### Metal 2

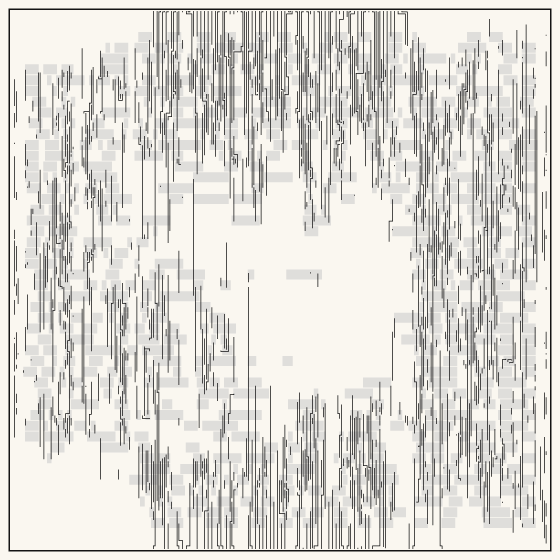
### Placed cells, one colour a class

Fill, decap, tap and diode cells in grey.
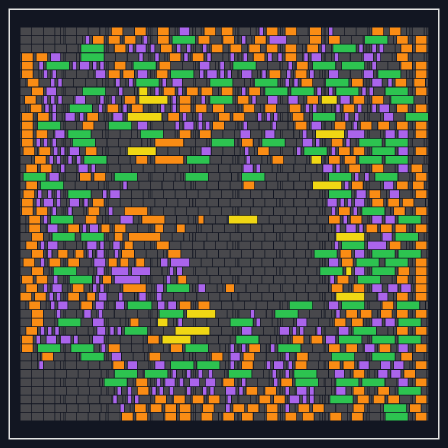
### The metal 3 layer

Bar = 50 um.
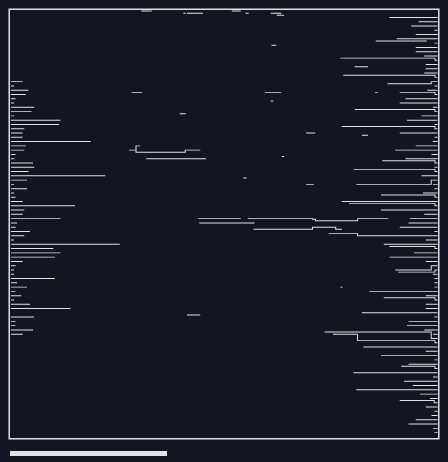
### Cell outlines without signal wires

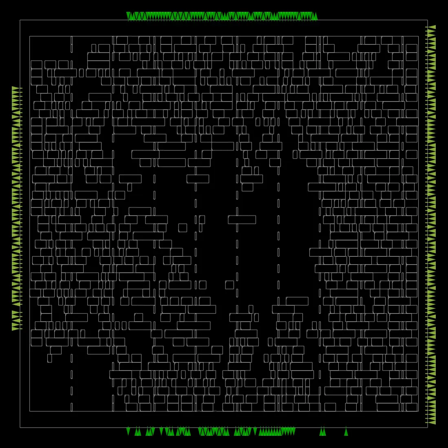
### Wires at chosen ports, followed through buffers

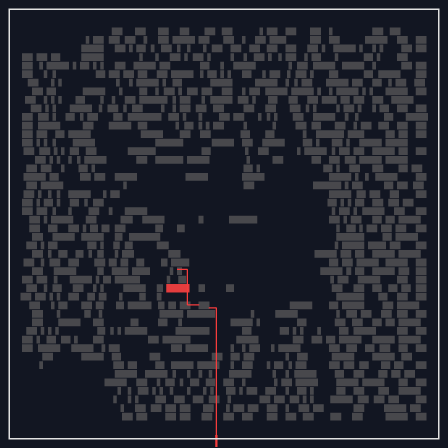
Design fp_op_scheduler, sky130hd; sources not shown.
==> impl_metrics.env <==
# source this file to load flow results
export IMPL_outcome="finished clean"
export IMPL_maxSlewViolCount=0
export IMPL_layout_setup_ws_ps=99.18
export IMPL_slew_headroom_pct=55.53
export IMPL_ff2ff_path_depth=4
export IMPL_place_hpwl_mm=13.39
export IMPL_via_per_inst=4.820
export IMPL_worstMarginPinSlew_ps=667.1
export IMPL_fin_crit_sh_pct=94.33
export IMPL_fin_crit_ps=1651
export IMPL_clock_skew_ps=6.884
export IMPL_path_class="reg2out"
export IMPL_edf_count=0
export IMPL_max_cap_viol_count=0
export IMPL_p_int_w=0.004969
export IMPL_path_delay_family="buffers and inverters"
export IMPL_drt_iter0_markers=131
export IMPL_fp_dieH_um=136.0
export IMPL_track_usage_pct=18.10
export IMPL_cellPowerDensity_nw_per_um2=903.0
export IMPL_yosys_area_top_type="dfxtp_1"
export IMPL_rsz0062_at_grt="false"
export IMPL_ys_ff=104
export IMPL_p_sw_share_pct=27.46
export IMPL_area_leaders="dfxtp_1 (49%), a311oi_1 (13%), nand2_1 (12%), a22o_1 (6.8%), nor2_1 (6.5%)"
export IMPL_fp_util_pct=26.03
export IMPL_synthArstFlopShare_pct=0
export IMPL_dr_pass1_iters=4
export IMPL_die_width_um=136.0
export IMPL_hold_viol=0
export IMPL_cts_made_buffers=9
export IMPL_worst_path_stages=2
export IMPL_required_ps=1570
export IMPL_cts_buffer_depth=2
export IMPL_synth_top_area_share_pct=49.29
export IMPL_fp_nets=647
export IMPL_power_leakage_nw=2.861
export IMPL_critical_path_buf_inv_count=1
export IMPL_r2r_slack_ps=140
export IMPL_preCtsSetupSlack_ps=-391.0
export IMPL_finalNonFillerCells=965
export IMPL_xor_area_share_pct=0
export IMPL_grt_max_degree=63
export IMPL_yosysWarnings=0
export IMPL_synth_adder_area_share_pct=0
export IMPL_setup_tns_ps=0
export IMPL_drive_above_1_share_pct=7.487
export IMPL_min_path_cells=3
export IMPL_fmax_ghz=0.6058
export IMPL_drtAntennaViolNets=0
export IMPL_cp_end_kind="output port"
export IMPL_insertion_delay_ps=350
export IMPL_antenna_found_initial=1
export IMPL_crit_path_start_kind="flip-flop"
export IMPL_route_detailed_drc=0
export IMPL_numClockSinks=104
export IMPL_path_max_fanout=4
export IMPL_p_comb_share_pct=27.2
export IMPL_hold_path_class="in2reg"
export IMPL_top_cells_by_count="nand2_1 (132), dfxtp_1 (104), nor2_1 (73)"
export IMPL_die_area_sq_um=18490
export IMPL_ys_cells=477
export IMPL_p_seq_share_pct=40.2
export IMPL_cpPeakStageDelay_ps=580
export IMPL_grt_pass1_wl_mm=26.35
export IMPL_avgRoutedWirePerCell_um=18.61
export IMPL_simple_gate_area_share_pct=20.26
export IMPL_syn_inst=477
export IMPL_cp_cell_sequence="nor2b_1, clkdlybuf4s50_1"
export IMPL_synthFlopType="dfxtp_1"
export IMPL_ys_seq_share_pct=49.29
export IMPL_setup_viol=0
export IMPL_syn_area_sq_um=4224
export IMPL_area_growth_pct=79.59
export IMPL_dp_cells=944
export IMPL_mux_area_share_pct=0.3258
export IMPL_grt_pass1_vias=4864
export IMPL_warnings=26
export IMPL_synth_chip_area_sq_um=4224
export IMPL_cts_tree="yes"
export IMPL_yosysUniqueCellTypes=32
export IMPL_slowest_stage="clkdlybuf4s50_1"
export IMPL_ir_drop_mv=0.4221
export IMPL_ctsHtreeMaxLevel=3
export IMPL_yosysMostFrequentCell="nand2_1"
export IMPL_synth_cellmix_compoundShare_pct=22.54
export IMPL_grt_overflow_total=0
export IMPL_nets=913
export IMPL_cts_root_buf="clkbuf_16"
export IMPL_cp_arrival_ps=1480
export IMPL_power_frac_clock_pct=32.6
export IMPL_avgSynthCellArea_sq_um=8.855
export IMPL_p_switching_w=0.001881
export IMPL_logic_family="AND-OR/OR-AND gates"
export IMPL_cts_clk_slew_worst_paths_ps=70
Notes on 'Metal 2' above:
The layer holds 50% of the routed length. The layer carries 8910 um of wire. 841 nets have wire on it. The longest straight run is 64.8 um.
Vias: 4651
final wirelength: 17.96 mm

Notes on 'Placed cells, one colour a class' above:
Key: green = sequential cells [cells 104, share of their area 29%]; purple = combinational and other logic [cells 331, share of their area 26%]; orange = remaining buffers and delay cells [cells 297, share of their area 41%]; yellow = clock drivers and dummy loads [cells 16, share of their area 4.5%]
flop share of the area: 27.48%
Rows: 46
fin util: 46.74%
Core Region: 16230 sq um
Design Area, Final: 7586 sq um

Notes on 'The metal 3 layer' above:
The wires run mostly horizontal. The layer holds 8.8% of the routed length. The layer carries 1590 um of wire. 168 nets have wire on it. The longest straight run is 34.3 um.
met3 usage in global routing: 5.996%

Notes on 'Cell outlines without signal wires' above:
sequential cell count: 104
Tapcells: 216

Notes on 'Wires at chosen ports, followed through buffers' above:
Key: red = `rsp_err` [bits 1, direction output, edge bottom, end cells 1, buffers 1, wire 61.9 um]
IO Port Bufs: 274
IO Pins: 275

## cells in the final DEF, fill, tap and decap left out, types with 2 or more instances in the layout
cell type,count
clkdlybuf4s50_1,271
clkbuf_16,11
inv_1,3
nor3b_1,2
nor2_1,71
buf_6,3
nand2_1,132
nor2_2,2
a21oi_4,2
buf_4,14
a311oi_1,62
a311oi_2,2
bufinv_16,2
buf_12,3
dfxtp_2,2
a22o_1,33
nand2b_1,3
dfxtp_1,102
## per-stage QoR
step / power [W] / hold slack (ps) / cell area, sq um / utilization (%)
floorplan: 0.003560 / 307.9 / 4224 / -
global placement: 0.004533 / 454.8 / 7137 / 43.97
CTS: 0.006876 / 308.9 / 7495 / 46.18
finish: 0.006850 / 311.8 / 7586 / 46.74
global route: 0.007221 / 327.1 / 7586 / 46.74
detailed placement: 0.004611 / 461.9 / 7137 / 43.97
## final cells by class
cell class,count,area [sq um]
Timing Repair Buffer,297,3013
Sequential cell,104,2085
Antenna cell,1,2.502
Clock buffer,10,239.0
Fill cell,1868,8645
Clock inverter,6,90.09
Inverter,4,15.01
Multi-Input combinational cell,327,1872
Tap cell,216,270.3
## power by group through the flow
stage / combinational, W / sequential [W] / clock (W)
6_report: 0.00187 / 0.00275 / 0.00223
5_1_grt: 0.00202 / 0.00278 / 0.00242
4_1_cts: 0.00184 / 0.00275 / 0.00229
3_5_place_dp: 0.00181 / 0.00280 / 0
3_3_place_gp: 0.00175 / 0.00278 / 0
2_1_floorplan: 0.000670 / 0.00289 / 0
## what timing repair did
item,4_1_cts,5_1_grt
pin swaps,3,2
buffers inserted,1,0
hold buffers,0,0
setup endpoints to repair,35,83
gates resized,4,10
cloned,1,2
## per-layer routing
metal	global-route usage, %	wire (um)
met1	20.12	6970
met2	32.13	8907
met3	5.996	1587
met4	6.663	495
met5	0	0
Power figures rest on the tool's default switching activity, not on a simulated workload.
